### Register map, names as in the netlist, run 1

Drawn at 4 px/µm. Other sequential cells in the stronger grey, the rest of the logic in the fainter grey.
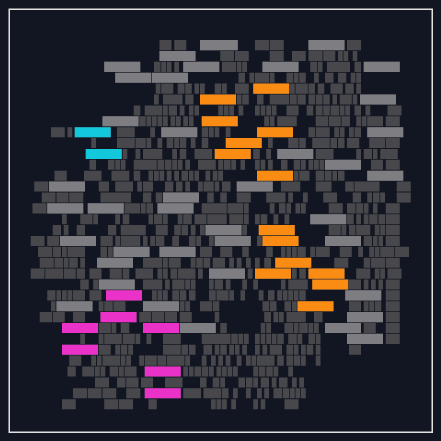
### Signal metal coverage by tile, run 1

Drawn at 4 px/µm. 21 x 21 tiles, from black (low) to pale yellow (high), scaled to the fullest tile. Values are wire area over tile area, all layers added.
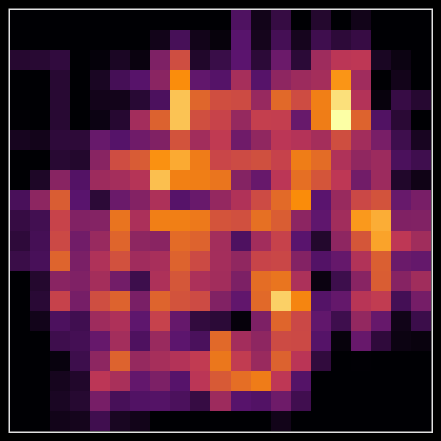
### Clock wiring as the flow saved it, run 1

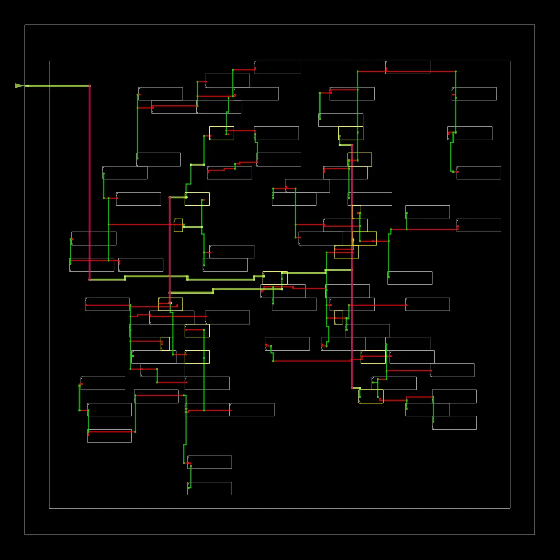
**src/rtl/term_text_writer.sv**
```systemverilog
// term_text_writer
//   Terminal write controller sitting between the UART receiver and the
//   character-cell text RAM (16K x 7, write port A). Accepts bytes over a
//   valid/ready handshake, tracks the cursor, interprets CR/LF/BS, writes
//   printable characters, auto-wraps at end of line and scrolls by rotating
//   a circular row base instead of copying lines.
//
//   Ports:
//     clk          system clock (also RAM clka)
//     reset        asynchronous, active-high reset
//     rx_data      received byte
//     rx_valid     rx_data valid
//     rx_ready     writer can accept a byte this cycle
//     wr_en        RAM write strobe (cea)
//     wr_addr      RAM address {phys_row[6:0], col[6:0]} (ada)
//     wr_data      character code (din)
//     cursor_row   screen row of cursor, 0..ROWS-1
//     cursor_col   cursor column, 0..COLS-1
//     scroll_base  physical row shown as screen row 0
//     busy         high while clearing the whole screen or a line
module term_text_writer #(
   parameter int COLS = 80,
   parameter int ROWS = 30
) (
   input  logic        clk,
   input  logic        reset,
   input  logic [7:0]  rx_data,
   input  logic        rx_valid,
   output logic        rx_ready,
   output logic        wr_en,
   output logic [13:0] wr_addr,
   output logic [6:0]  wr_data,
   output logic [6:0]  cursor_row,
   output logic [6:0]  cursor_col,
   output logic [6:0]  scroll_base,
   output logic        busy
);

   localparam logic [6:0]  LAST_COL  = 7'(COLS - 1);
   localparam logic [6:0]  LAST_ROW  = 7'(ROWS - 1);
   localparam logic [13:0] LAST_ADDR = {LAST_ROW, LAST_COL};
   localparam logic [6:0]  SPACE     = 7'h20;

   typedef enum logic [1:0] {
      CLR_ALL,
      IDLE,
      EXEC,
      CLR_LINE
   } state_t;

   state_t      state, state_nxt;
   logic [6:0]  clr_row, clr_row_nxt;
   logic [6:0]  clr_col, clr_col_nxt;
   logic [6:0]  row_nxt, col_nxt, base_nxt;
   logic        scroll_pend, scroll_pend_nxt;
   logic        wr_en_nxt, rx_ready_nxt, busy_nxt;
   logic [13:0] wr_addr_nxt;
   logic [6:0]  wr_data_nxt;
   logic        newline;
   logic [7:0]  phys_sum;
   logic [6:0]  phys_row;

   // Physical row of the cursor: (scroll_base + cursor_row) mod ROWS.
   // Both operands are below ROWS, so a single conditional subtract suffices.
   assign phys_sum = {1'b0, scroll_base} + {1'b0, cursor_row};

   always_comb begin
      if (phys_sum >= 8'(ROWS))
         phys_row = 7'(phys_sum - 8'(ROWS));
      else
         phys_row = phys_sum[6:0];
   end

   // Every output is a register; this block computes the value each output
   // takes in the state being entered, so the write strobe is visible during
   // the EXEC / clear cycles themselves rather than one cycle late.
   always_comb begin
      state_nxt       = state;
      clr_row_nxt     = clr_row;
      clr_col_nxt     = clr_col;
      row_nxt         = cursor_row;
      col_nxt         = cursor_col;
      base_nxt        = scroll_base;
      scroll_pend_nxt = scroll_pend;
      wr_en_nxt       = 1'b0;
      wr_addr_nxt     = wr_addr;
      wr_data_nxt     = wr_data;
      rx_ready_nxt    = 1'b0;
      busy_nxt        = 1'b0;
      newline         = 1'b0;

      case (state)
         CLR_ALL: begin
            // The sweep ends once the last cell's write has been presented.
            if (wr_en && (wr_addr == LAST_ADDR)) begin
               state_nxt    = IDLE;
               rx_ready_nxt = 1'b1;
               clr_row_nxt  = '0;
               clr_col_nxt  = '0;
            end else begin
               busy_nxt    = 1'b1;
               wr_en_nxt   = 1'b1;
               wr_addr_nxt = {clr_row, clr_col};
               wr_data_nxt = SPACE;
               if (clr_col == LAST_COL) begin
                  clr_col_nxt = '0;
                  clr_row_nxt = clr_row + 7'd1;
               end else begin
                  clr_col_nxt = clr_col + 7'd1;
               end
            end
         end

         IDLE: begin
            rx_ready_nxt = 1'b1;
            if (rx_valid && rx_ready) begin
               rx_ready_nxt = 1'b0;
               state_nxt    = EXEC;
               if ((rx_data >= 8'h20) && (rx_data <= 8'h7E)) begin
                  wr_en_nxt   = 1'b1;
                  wr_addr_nxt = {phys_row, cursor_col};
                  wr_data_nxt = rx_data[6:0];
                  if (cursor_col == LAST_COL) begin
                     col_nxt = '0;
                     newline = 1'b1;
                  end else begin
                     col_nxt = cursor_col + 7'd1;
                  end
               end else if (rx_data == 8'h0D) begin
                  col_nxt = '0;
               end else if (rx_data == 8'h0A) begin
                  newline = 1'b1;
               end else if ((rx_data == 8'h08) && (cursor_col != 7'd0)) begin
                  col_nxt     = cursor_col - 7'd1;
                  wr_en_nxt   = 1'b1;
                  wr_addr_nxt = {phys_row, cursor_col - 7'd1};
                  wr_data_nxt = SPACE;
               end

               if (newline) begin
                  if (cursor_row != LAST_ROW) begin
                     row_nxt = cursor_row + 7'd1;
                  end else begin
                     // The old top physical row becomes the new bottom line.
                     base_nxt        = (scroll_base == LAST_ROW) ? '0 : scroll_base + 7'd1;
                     clr_row_nxt     = scroll_base;
                     scroll_pend_nxt = 1'b1;
                  end
               end
            end
         end

         EXEC: begin
            if (scroll_pend) begin
               scroll_pend_nxt = 1'b0;
               state_nxt       = CLR_LINE;
               busy_nxt        = 1'b1;
               wr_en_nxt       = 1'b1;
               wr_addr_nxt     = {clr_row, 7'd0};
               wr_data_nxt     = SPACE;
               clr_col_nxt     = 7'd1;
            end else begin
               state_nxt    = IDLE;
               rx_ready_nxt = 1'b1;
            end
         end

         CLR_LINE: begin
            if (wr_addr[6:0] == LAST_COL) begin
               state_nxt    = IDLE;
               rx_ready_nxt = 1'b1;
               clr_row_nxt  = '0;
               clr_col_nxt  = '0;
            end else begin
               busy_nxt    = 1'b1;
               wr_en_nxt   = 1'b1;
               wr_addr_nxt = {clr_row, clr_col};
               wr_data_nxt = SPACE;
               clr_col_nxt = clr_col + 7'd1;
            end
         end

         default: begin
            state_nxt = CLR_ALL;
         end
      endcase
   end

   always_ff @(posedge clk or posedge reset) begin
      if (reset) begin
         state       <= CLR_ALL;
         clr_row     <= '0;
         clr_col     <= '0;
         cursor_row  <= '0;
         cursor_col  <= '0;
         scroll_base <= '0;
         scroll_pend <= 1'b0;
         wr_en       <= 1'b0;
         wr_addr     <= '0;
         wr_data     <= '0;
         rx_ready    <= 1'b0;
         busy        <= 1'b1;
      end else begin
         state       <= state_nxt;
         clr_row     <= clr_row_nxt;
         clr_col     <= clr_col_nxt;
         cursor_row  <= row_nxt;
         cursor_col  <= col_nxt;
         scroll_base <= base_nxt;
         scroll_pend <= scroll_pend_nxt;
         wr_en       <= wr_en_nxt;
         wr_addr     <= wr_addr_nxt;
         wr_data     <= wr_data_nxt;
         rx_ready    <= rx_ready_nxt;
         busy        <= busy_nxt;
      end
   end

endmodule

```
**config.mk**
```make
export PLATFORM = sky130hd
export DESIGN_NAME = term_text_writer
export DESIGN_NICKNAME = d
export VERILOG_FILES = /design/src/rtl/term_text_writer.sv
export SDC_FILE = /design/constraint.sdc
export NUM_CORES = 1
export LEC_CHECK = 0
export ABC_AREA = 1
export CORE_MARGIN = 5
export CORE_UTILIZATION = 50
export DETAILED_ROUTE_END_ITERATION = 10
export PLACE_DENSITY_LB_ADDON = 0.3
export SYNTH_ARGS = -nofsm -noshare
export SYNTH_HDL_FRONTEND = slang
export SYNTH_SLANG_ARGS = --single-unit
export TNS_END_PERCENT = 5
```
**constraint.sdc**
```tcl
create_clock -name clk -period 4.4 [get_ports clk]
set_clock_uncertainty 0.15 [all_clocks]
set_input_delay 0.44 -clock clk [delete_from_list [all_inputs] [get_ports clk]]
set_output_delay 0.44 -clock clk [all_outputs]
set_load 0.03 [all_outputs]
```
==> results.json, run 1 <==
{
  "status": "completed",
  "mux_area_share_pct": 0,
  "startpoint": "rx_data[5]",
  "layout_top_cells": "nand2_1 (146), inv_1 (66), dfrtp_1 (61)",
  "pwr-share-seq_pct": 28.5,
  "logic_area_um2": 2580,
  "switching_share_pct": 49.3,
  "grt_pass1_wl_um": 18800,
  "criticalPathCategory": "in -> reg",
  "topCombFamilyByArea": "simple AND/OR/NAND/NOR gates",
  "fp_util_pct": 51.6,
  "power_leakage_uw": 0.00255,
  "final_cell_area_um2": 5320,
  "path_cells": "clkdlybuf4s50_1 > inv_1 > nand2_1 > nor3_2 > nand4_1 > nand3_1 > nand3_2 > inv_2 > nor2_1 > a21oi_1",
  "top_usage_layer": "met2",
  "regMostFlops": "wr_addr",
  "p_comb_uw": 1910,
  "grt_use_met3_pct": 3.55,
  "met1_length_um": 5090,
  "r2r-end": "wr_addr[9]",
  "ctsResizeCount": 0,
  "nNonClkInverters": 78,
  "hold_violations": 0,
  "rows": 34,
  "finalMaxSlewViolations": 0,
  "gr-usage-all-layers_pct": 20.4,
  "clkTransAtPathRegs_ps": 70,
  "clkCellAreaFrac_pct": 3.48,
  "simple_gate_share_pct": 32.2,
  "crit_path_start_kind": "primary input",
  "dieArea_um2": 11100
}
## Picture notes: 'Register map, names as in the netlist'
| name in the netlist | colour | flops |
|---|---|---|
| `state` | cyan | 2 |
| `wr_addr` | orange | 14 |
| `cursor_row` | magenta | 7 |
sequential cell power: 949 µW
Sequential cell area: 1550 µm²
final core utilization: 60.4%
sequential portion of the cell area: 29.2%

## Picture notes: 'Signal metal coverage by tile'
emptiest ninth of the die: upper left
fullest tile: 0.54
nearly empty tiles: 20%
densest ninth of the die: centre
mean over tiles: 0.16
tiles over half the peak: 23%
via total after detailed routing: 4,166
routed length per instance: 14.3 µm

## Picture notes: 'Clock wiring as the flow saved it'
clk latency late pin: 340 ps
clk pwr: 471 µW
FF+latch count: 62
# clk buffers: 12
CTS sink cnt: 62

### Met3 routing, run 1

Drawn at 4 px/µm.
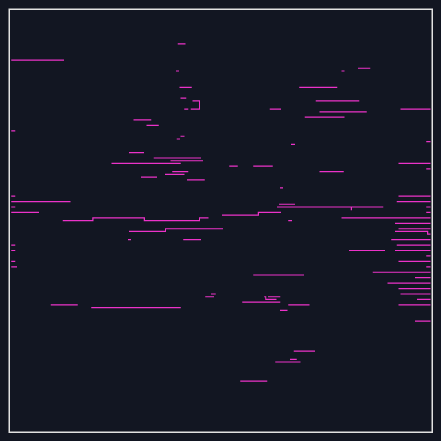

==> run 2: changes to the inputs <==
Clock period 4.4 ns to 2.6 ns, I/O delays scaled along.
### Met3 routing, run 2

Drawn at 4 px/µm.
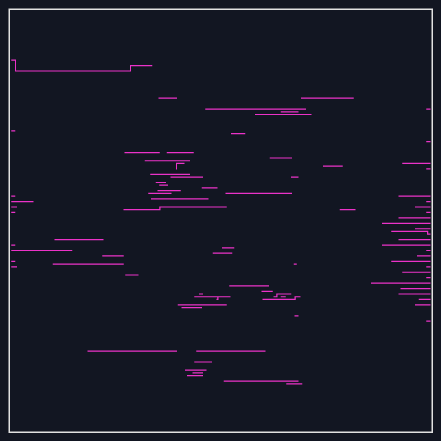
main direction: horizontal
share of all routed wire: 5.2%
wire length on this layer: 574 µm
via total after detailed routing: 4,122
DRT Wirelength: 11,000 µm
global routing usage on met3: 3.12%

### Sizing map, run 2

Drawn at 4 px/µm.
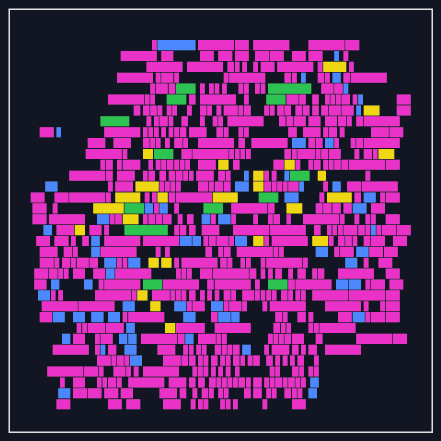
| size | colour | cells | share |
|---|---|---|---|
| _6 and larger | green | 13 | 1.9% |
| _0 and _1 cells | magenta | 566 | 85% |
| _3 and _4 cells | yellow | 25 | 3.7% |
| _2 cells | blue | 65 | 9.7% |
synthesis-to-finish area growth: 19.6%
Finished Cell Area: 5440 µm²

### Register map, names as in the netlist, run 2

Drawn at 4 px/µm. Other sequential cells in the stronger grey, the rest of the logic in the fainter grey.
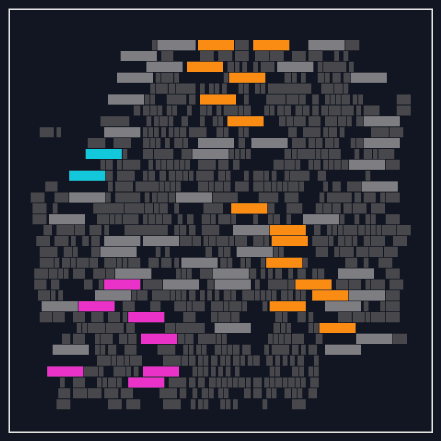
| name in the netlist | colour | flops |
|---|---|---|
| `cursor_row` | magenta | 7 |
| `wr_addr` | orange | 14 |
| `state` | cyan | 2 |
not coloured: 39
sequential portion of the cell area: 28.6%
sequential cell power: 1610 µW
final core utilization: 61.8%

==> run 2 against run 1 <==
Synthesized cell count unchanged. Register-to-register slack worse by 1600 ps. Combinational power up 71%. Sequential cell count unchanged. Worst setup slack lost 1500 ps. Routed wire length shrank 0.41%. Global-route usage shrank 0.40 points. Clock-buffer cell count shrank 1. Sequential share of layout area is 0.64 points lower. Critical path type is now reg -> reg. First-iteration DRC count is 18% higher.
==> results.json, run 2 <==
{
  "p_comb_uw": 3260,
  "ctsResizeCount": 0,
  "power_density_nw_per_um2": 1070,
  "simple_gate_share_pct": 32.2,
  "layout-drive-gt1-share_pct": 15.4,
  "drt_iter0_markers": 263,
  "startpoint": "cursor_row[0]",
  "p_clk_uw": 966,
  "flops": 62,
  "layout_top_cells": "nand2_1 (146), inv_1 (66), dfrtp_1 (61)",
  "regMostFlops": "wr_addr",
  "rows": 34,
  "top_usage_layer": "met2",
  "pwr-share-seq_pct": 27.5,
  "die_w_um": 105,
  "nNonClkInverters": 78,
  "timing.fmax_mhz": 418,
  "taps": 108,
  "synth_top_area_share_pct": 33.6,
  "criticalPathCategory": "reg -> reg",
  "synth_seq_share_pct": 34.2,
  "switching_share_pct": 48.0,
  "clock_latency_ps": 350,
  "crit_family": "simple AND/OR/NAND/NOR gates",
  "power_leakage_uw": 0.00260,
  "r2r-end": "wr_addr[9]",
  "clock_sinks": 62,
  "crit_path_start_kind": "register",
  "hold_class": "in -> async",
  "wl_per_cell_um": 14.1,
  "fp_util_pct": 51.6,
  "finalMaxSlewViolations": 0,
  "gr-usage-all-layers_pct": 20.0,
  "clkTransAtPathRegs_ps": 70,
  "gp_congestion": 0.865,
  "met1_length_um": 5140,
  "final_common_cell": "nand2_1",
  "logic_area_um2": 2580,
  "status": "completed",
  "clkCellAreaFrac_pct": 4.12,
  "regArea_um2": 1550,
  "hold_violations": 0
}
No activity file was given, so power comes from the tool's default toggle rates.
